[src/rtl/sdram_burst_master.sv]
// Burst sequencer upstream of the SDRAM controller: buffers write data, holds WR off until the
// whole burst is resident, and turns delayed OUT_VALID/DATAOUT into a one-cycle rd_valid stream.
module sdram_burst_master #(
  parameter int ASIZE   = 23,
  parameter int DSIZE   = 16,
  parameter int FIFO_AW = 8,
  parameter int RD_DLY  = 1
) (
  input  logic               CLK,
  input  logic               RESET_N,
  input  logic               req_valid,
  output logic               req_ready,
  input  logic               req_write,
  input  logic [ASIZE-1:0]   req_addr,
  input  logic [7:0]         req_len,
  input  logic [DSIZE-1:0]   wr_data,
  input  logic               wr_valid,
  output logic               wr_ready,
  output logic [DSIZE-1:0]   rd_data,
  output logic               rd_valid,
  output logic               cmd_done,
  output logic               err_underflow,
  output logic [ASIZE-1:0]   ADDR,
  output logic [7:0]         LENGTH,
  output logic               WR,
  output logic               RD,
  output logic [DSIZE-1:0]   DATAIN,
  output logic [DSIZE/8-1:0] DM,
  input  logic               IN_REQ,
  input  logic               OUT_VALID,
  input  logic [DSIZE-1:0]   DATAOUT,
  input  logic               DONE
);

  typedef enum logic [2:0] {IDLE, WFILL, ISSUE, XFER, RELEASE} state_t;

  localparam int DEPTH = 1 << FIFO_AW;

  state_t             state, state_nxt;
  logic [DSIZE-1:0]   mem [DEPTH];
  logic [FIFO_AW:0]   wptr, rptr, count;
  logic [DSIZE-1:0]   fifo_head;
  logic               full, empty, push, pop;
  logic [1:0]         done_sync;
  logic               done_s;
  logic [RD_DLY-1:0]  ov_pipe;
  logic               ov_d;
  logic               dir_q;
  logic [7:0]         beat;
  logic               accept, wr_beat, rd_beat, underflow;

  // Pointers carry one extra wrap bit, so the difference is the true occupancy 0..DEPTH.
  assign count     = wptr - rptr;
  assign full      = count[FIFO_AW];
  assign empty     = (count == '0);
  assign fifo_head = mem[rptr[FIFO_AW-1:0]];
  assign wr_ready  = !full;
  assign push      = wr_valid && !full;

  assign done_s    = done_sync[1];
  assign ov_d      = ov_pipe[RD_DLY-1];
  assign req_ready = (state == IDLE);
  assign accept    = req_valid && req_ready;
  assign DM        = '0;

  assign wr_beat   = IN_REQ && (state == XFER) && dir_q && (beat != 8'd0);
  assign pop       = wr_beat && !empty;
  assign rd_beat   = ov_d && (state == XFER) && !dir_q && (beat != 8'd0);
  // Trailing IN_REQ after the last beat of a write is tolerated; any other request on an empty FIFO is flagged.
  assign underflow = IN_REQ && empty && !((state == XFER) && dir_q && (beat == 8'd0));

  always_comb begin
    state_nxt = state;
    case (state)
      IDLE:    if (accept && (req_len != 8'd0)) state_nxt = req_write ? WFILL : ISSUE;
      WFILL:   if (count >= {1'b0, LENGTH}) state_nxt = ISSUE;
      ISSUE:   state_nxt = XFER;
      XFER:    if (done_s && (beat == 8'd0)) state_nxt = RELEASE;
      RELEASE: if (!done_s) state_nxt = IDLE;
      default: state_nxt = IDLE;
    endcase
  end

  always_ff @(posedge CLK) begin
    if (push) mem[wptr[FIFO_AW-1:0]] <= wr_data;
  end

  always_ff @(posedge CLK or negedge RESET_N) begin
    if (!RESET_N) begin
      state         <= IDLE;
      wptr          <= '0;
      rptr          <= '0;
      done_sync     <= '0;
      ov_pipe       <= '0;
      ADDR          <= '0;
      LENGTH        <= '0;
      dir_q         <= 1'b0;
      beat          <= '0;
      WR            <= 1'b0;
      RD            <= 1'b0;
      DATAIN        <= '0;
      rd_data       <= '0;
      rd_valid      <= 1'b0;
      cmd_done      <= 1'b0;
      err_underflow <= 1'b0;
    end else begin
      state      <= state_nxt;
      done_sync  <= {done_sync[0], DONE};
      ov_pipe[0] <= OUT_VALID;
      for (int i = 1; i < RD_DLY; i++) ov_pipe[i] <= ov_pipe[i-1];

      if (push) wptr <= wptr + (FIFO_AW+1)'(1);
      if (pop)  rptr <= rptr + (FIFO_AW+1)'(1);

      if (accept) begin
        ADDR   <= req_addr;
        LENGTH <= req_len;
        dir_q  <= req_write;
        beat   <= req_len;
      end else if (wr_beat || rd_beat) begin
        beat   <= beat - 8'd1;
      end

      // Request levels are high exactly while the FSM sits in XFER.
      WR <= (state_nxt == XFER) && dir_q;
      RD <= (state_nxt == XFER) && !dir_q;

      if (wr_beat) DATAIN <= empty ? '0 : fifo_head;
      rd_valid <= rd_beat;
      if (rd_beat) rd_data <= DATAOUT;

      cmd_done <= (accept && (req_len == 8'd0)) || ((state == RELEASE) && !done_s);
      if (underflow) err_underflow <= 1'b1;
    end
  end

endmodule

[config.mk]
export PLATFORM = sky130hd
export DESIGN_NAME = sdram_burst_master
export DESIGN_NICKNAME = d
export VERILOG_FILES = /design/src/rtl/sdram_burst_master.sv
export SDC_FILE = /design/constraint.sdc
export NUM_CORES = 2
export LEC_CHECK = 0
export CAP_MARGIN = 5
export CORE_MARGIN = 2
export CORE_UTILIZATION = 30
export DETAILED_ROUTE_END_ITERATION = 10
export HOLD_SLACK_MARGIN = 0.02
export PLACE_DENSITY_LB_ADDON = 0.12
export SKIP_CTS_REPAIR_TIMING = 1
export SYNTH_ARGS = -nofsm -noshare
export SYNTH_HDL_FRONTEND = slang
export SYNTH_SLANG_ARGS = --single-unit
[constraint.sdc]
create_clock -name CLK -period 9.22 [get_ports CLK]
set_input_delay 1.844 -clock CLK [delete_from_list [all_inputs] [get_ports CLK]]
set_output_delay 1.844 -clock CLK [all_outputs]
set_load 0.1 [all_outputs]
==> flow_metrics.rpt <==
==== FLOW RESULTS ====
----------------------------------------------------
[Clock tree]
  CTS root buffer ........................ sky130_fd_sc_hd__clkbuf_16
  Clock-pin slew reported for the worst setup and hold paths after clock tree synthesis ........................ 0.06 ns
  Total number of H-tree levels ........................ 5
  Number of CTS-inserted buffers ........................ 456
  Maximum clock path buffer count ........................ 4
  TritonCTS sink count ........................ 4197
  CTS tree ........................ yes

[Outcome]
  Failing checks ........................ capacitance limit, slew limit
  Result of the run ........................ finished, violations left

[Logic synthesis]
  Top cell type's share of synthesized area ........................ 0.757
  Cells in synth_stat.txt ........................ 7649
  Count of flip-flops with a built-in enable after synthesis ........................ 4096
  Top cells by count ........................ 4096 x sky130_fd_sc_hd__edfxtp_1, 924 x sky130_fd_sc_hd__mux4_2, 432 x sky130_fd_sc_hd__mux2i_1
  Biggest area contributors in the synthesized netlist ........................ sky130_fd_sc_hd__edfxtp_1 76%, sky130_fd_sc_hd__mux4_2 13%, sky130_fd_sc_hd__mux2i_1 2.7%
  Avg Cell Area, Syn ........................ 21.2 um^2
  YS chip area ........................ 0.163 mm^2
  Library cells used by synthesis ........................ 74
  Synth Seq Share ........................ 0.772

[Floorplanning]
  Die X-Extent ........................ 740 um
  Height of the die ........................ 740 um
  Core Density at Floorplan ........................ 0.301
  IO Count ........................ 143

[Global routing]
  Vias in the first global route ........................ 82500
  Pin count of the biggest net entering global routing ........................ 145
  Global route overflow ........................ 0
  Global-route wire length before repair ........................ 736000 um

[Critical path]
  Kind of capture point of the worst setup path ........................ output pin
  Critical path's slowest cell ........................ sky130_fd_sc_hd__clkdlybuf4s50_1
  Family of cells with the greatest summed delay on the critical path ........................ buffers and inverters
  Critical path startpoint category ........................ flop
  Reg2reg setup slack ........................ 2.60 ns
  Maximum fanout along the worst path ........................ 36

[Timing]
  Final number of max-transition violations ........................ 1
  Final Hold Violating Endpoints ........................ 0
  Final setup margin ........................ 1.75 ns
  Max Clock Freq ........................ 134 MHz
  Final setup fails ........................ 0
  Worst Skew ........................ 0.0941 ns

[Worst hold path]
  Hold Startpoint ........................ done_sync[0]
  Worst hold path type ........................ flop to flop

[Power]
  Switching share of power ........................ 0.349
  Total power ........................ 57700 uW
  Share of total power in combinational logic ........................ 0.313
  Static leakage ........................ 0.0587 uW
  Peak supply drop ........................ 0.000215 V

[Layout]
  Ratio of cells with drive above 1 in the final layout ........................ 0.260
  Area growth syn-to-layout ........................ 16.0%
  Commonest cells after routing, fill and taps aside ........................ 4096 x sky130_fd_sc_hd__edfxtp_1, 924 x sky130_fd_sc_hd__mux4_2, 458 x sky130_fd_sc_hd__clkbuf_16, 432 x sky130_fd_sc_hd__mux2i_1, 401 x sky130_fd_sc_hd__nand2_1
  Total Nets Final ........................ 8218

[Placed design]
  Count of port buffers added during placement ........................ 140
  Final weighted congestion in routability-driven placement ........................ 0.822
  Final HPWL DP ........................ 333000 um
  Pre-CTS setup slack ........................ 2.67 ns

[Job]
  Maximum capacitance violations ........................ 1
  OpenROAD warning count ........................ 57

----------------------------------------------------
## worst max path at each step
stage / start / to / slack, ns / depth (start not counted)
after floorplan: rptr[2] / wr_ready / 3.96 / 13
after global placement: rptr[1] / mem[182][9] / 2.60 / 10
after detailed placement: rptr[1] / mem[182][6] / 2.67 / 10
after CTS: rptr[1] / wr_ready / 1.69 / 10
after global routing: rptr[1] / wr_ready / 1.59 / 10
final: rptr[1] / wr_ready / 1.75 / 10
## layer usage
layer,vias up,share of wire,global-route usage
met3,649,0.062,0.0338
met2,2897,0.47,0.309
met4,0,0.027,0.0480
li1,32800,-,-
met1,44900,0.44,0.276
met5,-,0,0
## power groups by stage
| stage | clock, uW | combinational (uW) | sequential [uW] |
|---|---|---|---|
| 4_1_cts | 18500 | 18400 | 21600 |
| 6_report | 18100 | 18100 | 21600 |
| 3_5_place_dp | 0 | 18300 | 22000 |
| 3_3_place_gp | 0 | 18300 | 21900 |
| 2_1_floorplan | 0 | 9790 | 22700 |
| 5_1_grt | 19200 | 18800 | 21600 |
## cell type report
cell class / count / area [um^2]
clock inverters: 291 / 2810
flip-flops and latches: 4197 / 126000
multi-input cells: 2998 / 35000
diodes: 10 / 25.0
fillers: 50000 / 352000
repair buffers: 447 / 4080
well taps: 7208 / 9020
clock buffers: 552 / 11800
inverters: 24 / 111
## state kept, by name, indices dropped and copies added, names as in the netlist
register / count
RD: 1
cmd_done: 1
err_underflow: 1
mem: 4096
rptr: 9
wptr: 9
done_sync: 2
rd_data: 16
dir_q: 1
ADDR: 23
rd_valid: 1
WR: 1
DATAIN: 16
LENGTH: 8
beat: 8
ov_d: 1
state: 3
## per-stage QoR
step	hold WS [ns]	area (um^2)
floorplan	0.331	163000
global placement	0.344	174000
detailed placement	0.342	174000
CTS	0.334	188000
global route	0.350	188000
finish	0.331	188000
## kinds of logic after synthesis
group / Yosys count / synth area share
flip-flops: 4197 / 0.772
multiplexers: 1405 / 0.158
AND/OR/NAND/NOR: 948 / 0.0246
AND-OR/OR-AND: 591 / 0.0247
buffers and inverters: 455 / 0.0168
XOR/XNOR: 29 / 0.00156
adder cells (fa/ha/maj): 23 / 0.00182
other: 1 / 0.0000231
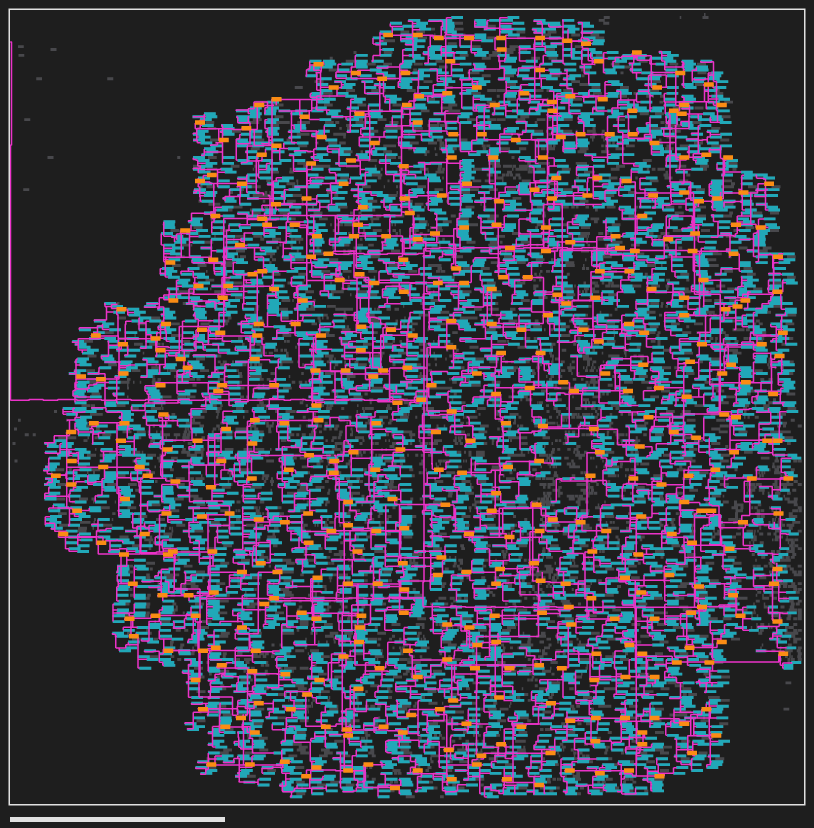
(images/clock_wires.png)
Scale bar: 200 um.
Key: orange = clock-net drivers [count 456]; cyan = flip-flops [count 4197]; magenta = clock wires [length 54.9 mm]
Position of the flops: widely spread. There are 457 routed clock nets.

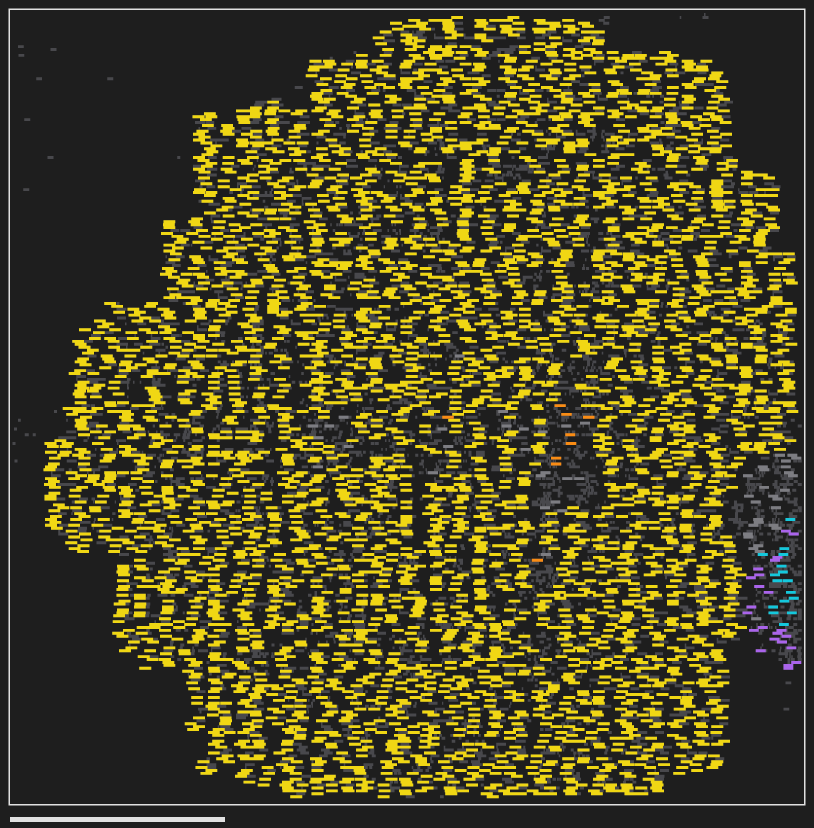
(images/ff_map.png)
Scale bar: 200 um. Other sequential cells in the stronger gray, the rest of the logic in the fainter gray.
Key: purple = ADDR [flops 23, where bottom right]; yellow = mem [flops 4096, where widely spread]; orange = rptr [flops 9]; cyan = rd_data [flops 16, where bottom right]
register area: 0.126 mm^2
power attributed to sequential cells: 21600 uW
fraction of standard cell area that is sequential: 0.666
final core utilization: 0.349

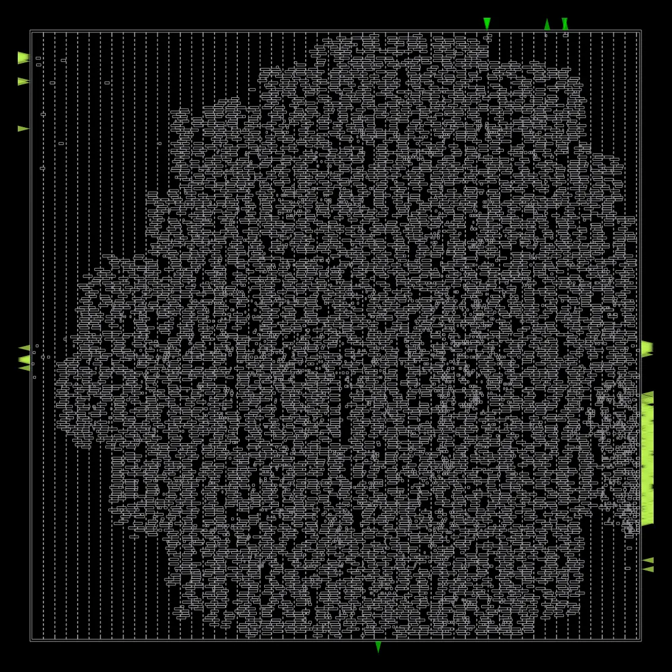
(images/placed.png)
number of cell rows: 270
count of flip-flops and latches: 4197
Core Region: 0.540 mm^2
Tap Count: 7208
Final Instance Count excl. Fillers: 15700

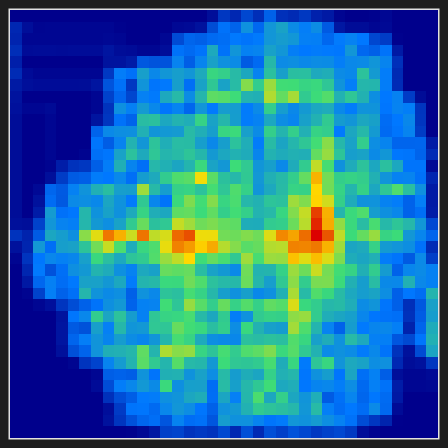
(images/route_heat.png)
37 x 37 tiles, from dark blue (low) to red (high), scaled to the fullest tile. Values are wire area over tile area, all layers added.
The mean over all tiles is 0.16. 13% of the tiles are over half the peak. The emptiest ninth of the die: top left.
overall global routing resource usage: 0.194
vias after detailed routing: 81300
wire per inst: 34.6 um
Routed Wire Length: 543000 um

Power and IR drop assume default switching activity.
